==> images/congestion_map.png <==
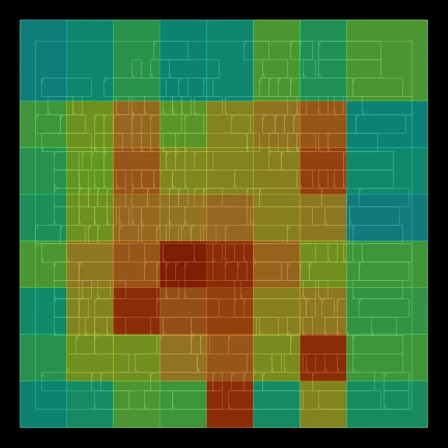
==> images/class_map.png <==
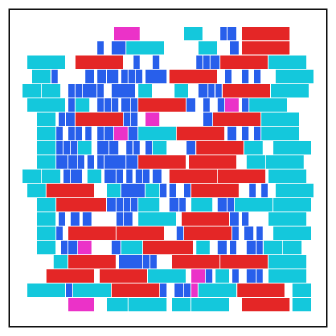
### config.mk
export PLATFORM = sky130hd
export DESIGN_NAME = rom_burst_arbiter
export DESIGN_NICKNAME = d
export VERILOG_FILES = /design/src/rtl/rom_ctrl_pkg.sv /design/src/rtl/rr_arb2.sv /design/src/rtl/rom_burst_arbiter.sv
export SDC_FILE = /design/constraint.sdc
export NUM_CORES = 1
export LEC_CHECK = 0
export ABC_AREA = 1
export CAP_MARGIN = 20
export CORE_MARGIN = 2
export CORE_UTILIZATION = 43
export CTS_CLUSTER_DIAMETER = 40
export DETAILED_ROUTE_END_ITERATION = 8
export PLACE_DENSITY = 0.78
export SKIP_CTS_REPAIR_TIMING = 1
export SKIP_LAST_GASP = 1
export SLEW_MARGIN = 10
export SYNTH_ARGS = -nofsm -noshare
export SYNTH_HDL_FRONTEND = slang
export SYNTH_HIERARCHICAL = 1
export SYNTH_SLANG_ARGS = --single-unit
export TNS_END_PERCENT = 30
### constraint.sdc
create_clock -name clk -period 1.7 [get_ports clk]
set_clock_uncertainty 0.2 [all_clocks]
set_input_delay 0.425 -clock clk [delete_from_list [all_inputs] [get_ports clk]]
set_output_delay 0.425 -clock clk [all_outputs]
set_load 0.05 [all_outputs]
### src/rtl/rom_ctrl_pkg.sv
// Shared types and defaults for the ROM burst arbiter.
package rom_ctrl_pkg;
    localparam int ADDR_W_DEF = 3;
    localparam int DATA_W_DEF = 8;

    typedef enum logic {IDLE, BURST} state_e;

    typedef logic req_id_t;
endpackage

### src/rtl/rr_arb2.sv
// Two-way round-robin picker; the last-grant pointer is owned by the caller.
module rr_arb2
    import rom_ctrl_pkg::*;
(
    input  logic    req0_i,
    input  logic    req1_i,
    input  req_id_t last_i,
    output logic    gnt_vld_o,
    output req_id_t win_id_o
);
    assign gnt_vld_o = req0_i | req1_i;
    // On a tie the requester that did not win last time goes first.
    assign win_id_o  = (req0_i & req1_i) ? ~last_i : req1_i;
endmodule

### src/rtl/rom_burst_arbiter.sv
// Shares one combinational ROM between two burst requesters; returned words
// are registered and handed back with valid/done strobes.
module rom_burst_arbiter
    import rom_ctrl_pkg::*;
#(
    parameter int ADDR_W = ADDR_W_DEF,
    parameter int DATA_W = DATA_W_DEF
) (
    input  logic              clk,
    input  logic              rst_n,
    input  logic              req0,
    input  logic [ADDR_W-1:0] addr0,
    input  logic [ADDR_W-1:0] len0,
    output logic              gnt0,
    output logic              vld0,
    output logic [DATA_W-1:0] data0,
    output logic              done0,
    input  logic              req1,
    input  logic [ADDR_W-1:0] addr1,
    input  logic [ADDR_W-1:0] len1,
    output logic              gnt1,
    output logic              vld1,
    output logic [DATA_W-1:0] data1,
    output logic              done1,
    output logic [ADDR_W-1:0] rom_address,
    output logic              rom_sel,
    input  logic [DATA_W-1:0] rom_data,
    output logic              busy
);
    state_e            state_q, state_d;
    req_id_t           owner_q, owner_d;
    req_id_t           last_q, last_d;
    logic [ADDR_W-1:0] cur_addr_q, cur_addr_d;
    logic [ADDR_W-1:0] rem_q, rem_d;
    logic              gnt0_q, gnt0_d, gnt1_q, gnt1_d;
    logic              vld0_q, vld0_d, vld1_q, vld1_d;
    logic              done0_q, done0_d, done1_q, done1_d;
    logic [DATA_W-1:0] data0_q, data0_d, data1_q, data1_d;
    logic              arb_vld;
    req_id_t           arb_id;

    rr_arb2 u_arb (
        .req0_i    (req0),
        .req1_i    (req1),
        .last_i    (last_q),
        .gnt_vld_o (arb_vld),
        .win_id_o  (arb_id)
    );

    always_ff @(posedge clk or negedge rst_n) begin
        if (!rst_n) begin
            state_q    <= IDLE;
            owner_q    <= 1'b0;
            last_q     <= 1'b1;
            cur_addr_q <= '0;
            rem_q      <= '0;
            gnt0_q     <= 1'b0;
            gnt1_q     <= 1'b0;
            vld0_q     <= 1'b0;
            vld1_q     <= 1'b0;
            done0_q    <= 1'b0;
            done1_q    <= 1'b0;
            data0_q    <= '0;
            data1_q    <= '0;
        end else begin
            state_q    <= state_d;
            owner_q    <= owner_d;
            last_q     <= last_d;
            cur_addr_q <= cur_addr_d;
            rem_q      <= rem_d;
            gnt0_q     <= gnt0_d;
            gnt1_q     <= gnt1_d;
            vld0_q     <= vld0_d;
            vld1_q     <= vld1_d;
            done0_q    <= done0_d;
            done1_q    <= done1_d;
            data0_q    <= data0_d;
            data1_q    <= data1_d;
        end
    end

    always_comb begin
        state_d    = state_q;
        owner_d    = owner_q;
        last_d     = last_q;
        cur_addr_d = cur_addr_q;
        rem_d      = rem_q;
        gnt0_d     = 1'b0;
        gnt1_d     = 1'b0;
        vld0_d     = 1'b0;
        vld1_d     = 1'b0;
        done0_d    = 1'b0;
        done1_d    = 1'b0;
        data0_d    = data0_q;
        data1_d    = data1_q;
        case (state_q)
            IDLE: begin
                if (arb_vld) begin
                    state_d    = BURST;
                    owner_d    = arb_id;
                    last_d     = arb_id;
                    cur_addr_d = arb_id ? addr1 : addr0;
                    rem_d      = arb_id ? len1 : len0;
                    gnt0_d     = ~arb_id;
                    gnt1_d     = arb_id;
                end
            end
            BURST: begin
                cur_addr_d = cur_addr_q + ADDR_W'(1);
                rem_d      = rem_q - ADDR_W'(1);
                if (owner_q) begin
                    data1_d = rom_data;
                    vld1_d  = 1'b1;
                    done1_d = (rem_q == '0);
                end else begin
                    data0_d = rom_data;
                    vld0_d  = 1'b1;
                    done0_d = (rem_q == '0);
                end
                // Returning to IDLE forces the one-cycle gap between bursts.
                if (rem_q == '0) state_d = IDLE;
            end
            default: state_d = IDLE;
        endcase
    end

    assign rom_sel     = (state_q == BURST);
    assign rom_address = rom_sel ? cur_addr_q : '0;
    assign busy        = rom_sel;
    assign gnt0        = gnt0_q;
    assign gnt1        = gnt1_q;
    assign vld0        = vld0_q;
    assign vld1        = vld1_q;
    assign done0       = done0_q;
    assign done1       = done1_q;
    assign data0       = data0_q;
    assign data1       = data1_q;
endmodule

==> impl_results.rst <==
Synthesis and place-and-route
=============================

.. list-table::
   :header-rows: 1

   * - Metric
     - Value
   * - Status
     - finished, violations left
   * - Failing checks
     - negative setup slack
   * - Clock latency on the worst-skew pair
     - approximately 0.33 ns
   * - Post-Synthesis Net Count
     - roughly 180
   * - Post-synthesis xor/xnor area fraction
     - 0
   * - Compound-Gate Fraction of Synth Area
     - 0.0947
   * - Distinct cells, synth
     - 17
   * - Highest Signal Layer
     - met4
   * - Die Wd
     - 60.3 um
   * - Buffer type at the clock tree root
     - sky130_fd_sc_hd__clkbuf_4
   * - Core Region
     - approximately 3000 um2
   * - Final-report setup violation count
     - 7
   * - Library cell appearing most often on the critical path
     - sky130_fd_sc_hd__buf_6
   * - Setup slack after layout
     - -0.124 ns
   * - Yosys simple share
     - 0.199
   * - Library cell with the largest summed area after synthesis
     - sky130_fd_sc_hd__dfrtp_1
   * - Area fraction in mux cells
     - 0
   * - Cell family contributing the most delay on the critical path
     - flip-flops
   * - Number of antenna-violating nets in the routed design
     - 0
   * - Initial drt markers
     - ~40
   * - Cells after DPL
     - roughly 260
   * - Setup slack of the most critical reg-to-reg path
     - -0.02 ns
   * - DP Worst Slack
     - -0.241 ns
   * - Most frequently placed logic cell in the final layout
     - sky130_fd_sc_hd__nand2_1
   * - Total number of vias
     - 1302
   * - Worst reg-to-reg path cell count
     - 7
   * - Cell row count
     - 20
   * - Count of multi-input gates
     - around 93
   * - Power per cell area
     - 2400 nW/um2
   * - Combinational share of cell area
     - 0.190
   * - Power attributed to combinational cells
     - ~3.7 mW
   * - Cells after Synth
     - 157
   * - Hold Violations, Final
     - 0
   * - Initial antenna violation count
     - 0
   * - Wire length of the first global-routing pass
     - between 5 and 6 mm
   * - Count of H-tree levels built during CTS
     - 2
   * - Most numerous logic cells after layout
     - sky130_fd_sc_hd__nand2_1 (47), sky130_fd_sc_hd__dfrtp_1 (29), sky130_fd_sc_hd__buf_12 (27), sky130_fd_sc_hd__inv_1 (26), sky130_fd_sc_hd__clkdlybuf4s50_1 (23)
   * - Clock-pin slew reported for the worst setup and hold paths after clock tree synthesis
     - about 0.1 ns
   * - Met2 wire len
     - approximately 2 mm
   * - Startpoint of the worst-slack reg-to-reg timing path
     - busy
   * - Critical Path Max Stage Delay
     - approximately 0.48 ns
   * - Critical path launch point type
     - flop
   * - CTS Buf Count
     - 5
   * - Routed wire per std cell
     - between 10 and 15 um
   * - Nets
     - between 200 and 300
   * - Wire length on met3
     - between 200 and 300 um
About congestion_map.png:
Finished Core Util: 0.780
met1 capacity usage during global routing: 0.213
Tot GR Track Use: 0.213
most utilized layer in the global route result: met2

About class_map.png:
Key: red = registers [cells 31, share of their area 34%]; magenta = clock drivers and dummy loads [cells 8, share of their area 3.0%]; blue = remaining logic cells [cells 122, share of their area 24%]; cyan = remaining buffers and delay cells [cells 65, share of their area 39%]

## state kept, by name (all words and copies together), names as in the netlist
| register | count |
|---|---|
| data0 | 8 |
| busy | 1 |
| data1 | 8 |
| cur_addr_q | 3 |
| rem_q | 3 |
| vld1 | 1 |
| done1 | 1 |
| done0 | 1 |
| last_q | 1 |
| gnt1 | 1 |
| vld0 | 1 |
| gnt0 | 1 |
| owner_q | 1 |
## worst max path at each step
stage	startpoint	endpoint	slack, ns	cells past startpoint
global placement	req0	cur_addr_q[1]	-0.16	6
finish	busy	rom_sel	-0.12	3
detailed placement	req1	cur_addr_q[1]	-0.24	7
CTS	busy	rom_address[0]	-0.22	3
global route	busy	rom_sel	-0.18	3
floorplan	busy	rom_address[1]	-0.04	3
Power is estimated from default activity; no workload was simulated.
